Design lz77_token_packer, sky130hd; sources not shown.
**Register map, names as in the netlist**

Scale: 1.5 px per um.
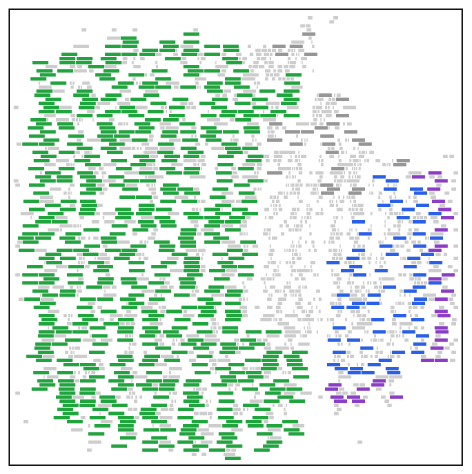
legend:
  out_data:
    colour: purple
    flops: 32
  u_fifo/mem_q:
    colour: green
    flops: 576
  acc_q:
    colour: blue
    flops: 67
not coloured: 30
post-route core utilization: 40.0%
Seq. cell area: 0.0205 mm2
sequential portion of the cell area: 58.4%
power of the sequential group: 3.50 mW

**Routing congestion**

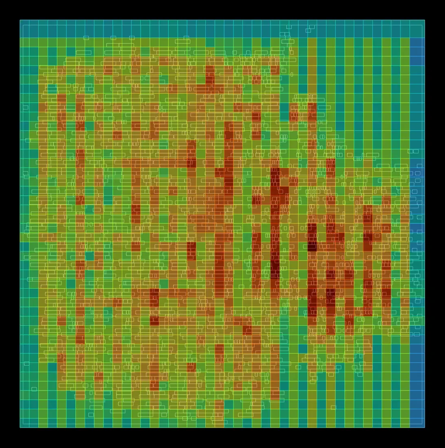
met1 Resource Use GR: 24.8%
detail-routed net length per standard cell: 26.1 um
met3 usage: 2.86%
most crowded layer after global routing: met2

**Layout detail**

Region (213, 215) to (238, 240) um. Cells in grey, sequential cells in the stronger grey; small squares are vias.
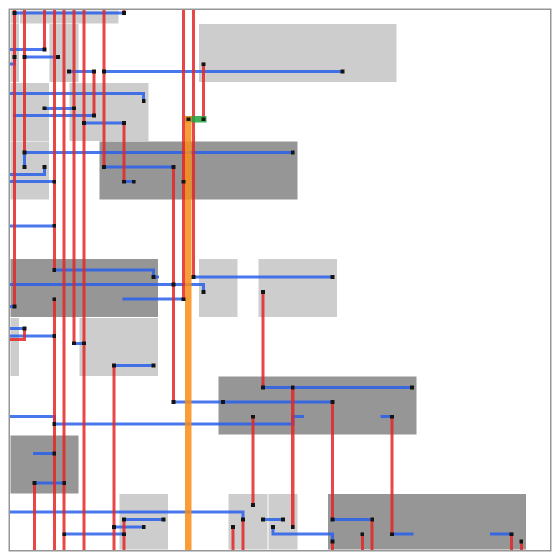
legend:
  met1:
    colour: blue
  met2:
    colour: red
  met3:
    colour: green
  met4:
    colour: orange
cells with their middle in the window: 13
sequential cells in the window: 4
most frequent: dfrtp_1 (4), clkdlybuf4s50_1 (2)

**Met1 routing**

Scale: 1 px per um.
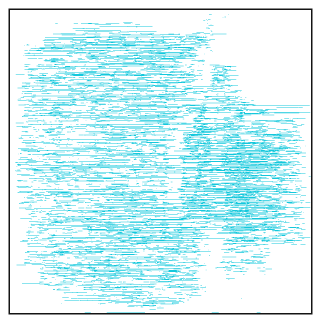
nets with wire on the layer: 1971
longest straight run: 126 um
wire length on this layer: 37.1 mm
routed wire length: 85100 um
total number of vias: 18000

==> impl_summary.log <==
[flow] final metrics
INFO  metric dpl.cell_count = 3108
INFO  metric post_cts_resized = 0
INFO  metric synth-area-yosys = between 0.03 and 0.04 mm2
INFO  metric via_count_of_the_first_global_routing_pass = ~18000
INFO  metric finalWorstPathRequiredPeriod = roughly 5.7 ns
INFO  metric fp.dieH = 303 um
INFO  metric reg2reg_setup_slack = between 5 and 6 ns
INFO  metric total_cells_reported_by_yosys_after_synthesis = 1947
INFO  metric post-route-cell-area = 0.0352 mm2
INFO  metric insertion_delay = ~0.65 ns
INFO  metric die_width = around 300 um
INFO  metric finalHoldViolCount = 0
INFO  metric dominantRegCellSynth = edfxtp_1
INFO  metric p_per_area = 313 mW/mm2
INFO  metric final_clock_period_utilization_by_the_worst_path = 52.0%
INFO  metric mux_area_share = roughly 14%
INFO  metric synth-compound-area-share = 10.9%
INFO  metric placedInstanceArea = 0.0325 mm2
INFO  metric final_antenna_net_count = 0
INFO  metric run_status = completed
INFO  metric comb_power_share = 44.4%
INFO  metric synthDistinctLibCells = between 70 and 80
INFO  metric clock_transition_at_the_registers_of_the_reported_paths = about 0.05 ns
INFO  metric detailedRoute.firstPassIterationCount = 5
INFO  metric timing.final.setup_violations = 0
INFO  metric cts_max_path_buffers = 3
INFO  metric cts-hold-fix-buffers = 0
INFO  metric worst_ep_arrival_time = 6.26 ns
INFO  metric criticalPathCategory = in -> reg
[final cells by class]
| type | instances | area, um2 | share of cell area, % |
|---|---|---|---|
| Multi-Input combinational cell | 1083 | 9260 | 26.3 |
| Sequential cell | 705 | 20500 | 58.4 |
| Inverter | 32 | 120 | 0.342 |
| Clock buffer | 100 | 2100 | 5.97 |
| Clock inverter | 48 | 538 | 1.53 |
| Timing Repair Buffer | 123 | 1140 | 3.24 |
| Tap cell | 1165 | 1460 | 4.15 |
[power by group through the flow]
stage          clock [mW]  sequential, mW  combinational (mW)
3_5_place_dp            0            3.56                4.87
6_report             2.63            3.50                4.89
3_3_place_gp            0            3.54                4.86
2_1_floorplan           0            3.51                3.23
5_1_grt              2.80            3.54                5.25
4_1_cts              2.69            3.50                4.88
[through the flow]
stage | hold slack, ns | utilization [%]
global route | 0.484 | 40.0
CTS | 0.474 | 40.0
floorplan | 0.448 | -
global placement | 0.451 | 37.0
finish | 0.468 | 40.0
detailed placement | 0.460 | 37.0
[cells by family after synthesis]
logic type               count (synthesis)
flip-flops                             705
AND-OR/OR-AND                          461
multiplexers                           306
AND/OR/NAND/NOR                        286
buffers and inverters                  159
XOR/XNOR                                16
adder cells (fa/ha/maj)                 14
[critical path, stage by stage]
cell,delay (ns)
clkdlybuf4s50_1,0.48
nand2b_1,0.54
nand2_1,0.56
nand2_1,0.65
nand4_1,0.98
nor2_1,1.04
a222oi_1,0.20
o221ai_1,0.14
[routing by layer]
| layer | part of all wire, % | track usage [%] | wire length [um] |
|---|---|---|---|
| met5 | 0.042 | 0 | 36 |
| met4 | 2.4 | 5.12 | 2030 |
| met3 | 4.1 | 2.86 | 3530 |
| met2 | 50 | 32.2 | 42500 |
| met1 | 44 | 24.8 | 37100 |
[cells in the final DEF, fill, tap and decap left out, types with 7 or more instances in the layout]
| master | Yosys | final |
|---|---|---|
| a21o_1 | 12 | 12 |
| a21oi_1 | 64 | 64 |
| a221oi_1 | 15 | 15 |
| a221oi_2 | 34 | 34 |
| a22oi_1 | 65 | 65 |
| and3_1 | 10 | 10 |
| buf_4 | 7 | 41 |
| bufinv_16 | 0 | 7 |
| clkbuf_1 | 50 | 18 |
| clkbuf_16 | 0 | 80 |
| clkdlybuf4s50_1 | 0 | 80 |
| clkinv_1 | 4 | 20 |
| clkinv_2 | 0 | 14 |
| dfrtp_1 | 129 | 125 |
| edfxtp_1 | 576 | 576 |
| ha_1 | 13 | 13 |
| inv_1 | 27 | 27 |
| mux2_2 | 75 | 75 |
| mux2i_1 | 147 | 147 |
| mux4_1 | 9 | 9 |
| mux4_2 | 68 | 68 |
| nand2_1 | 145 | 144 |
| nand3_1 | 18 | 18 |
| nor2_1 | 52 | 38 |
| nor2_4 | 0 | 13 |
| nor3_1 | 23 | 18 |
| o211ai_1 | 27 | 27 |
| o21ai_0 | 118 | 117 |
| o21ai_1 | 29 | 29 |
| o221ai_1 | 18 | 18 |
| o22ai_1 | 8 | 8 |
| xnor2_1 | 11 | 11 |
No activity file was given, so power comes from the tool's default toggle rates.
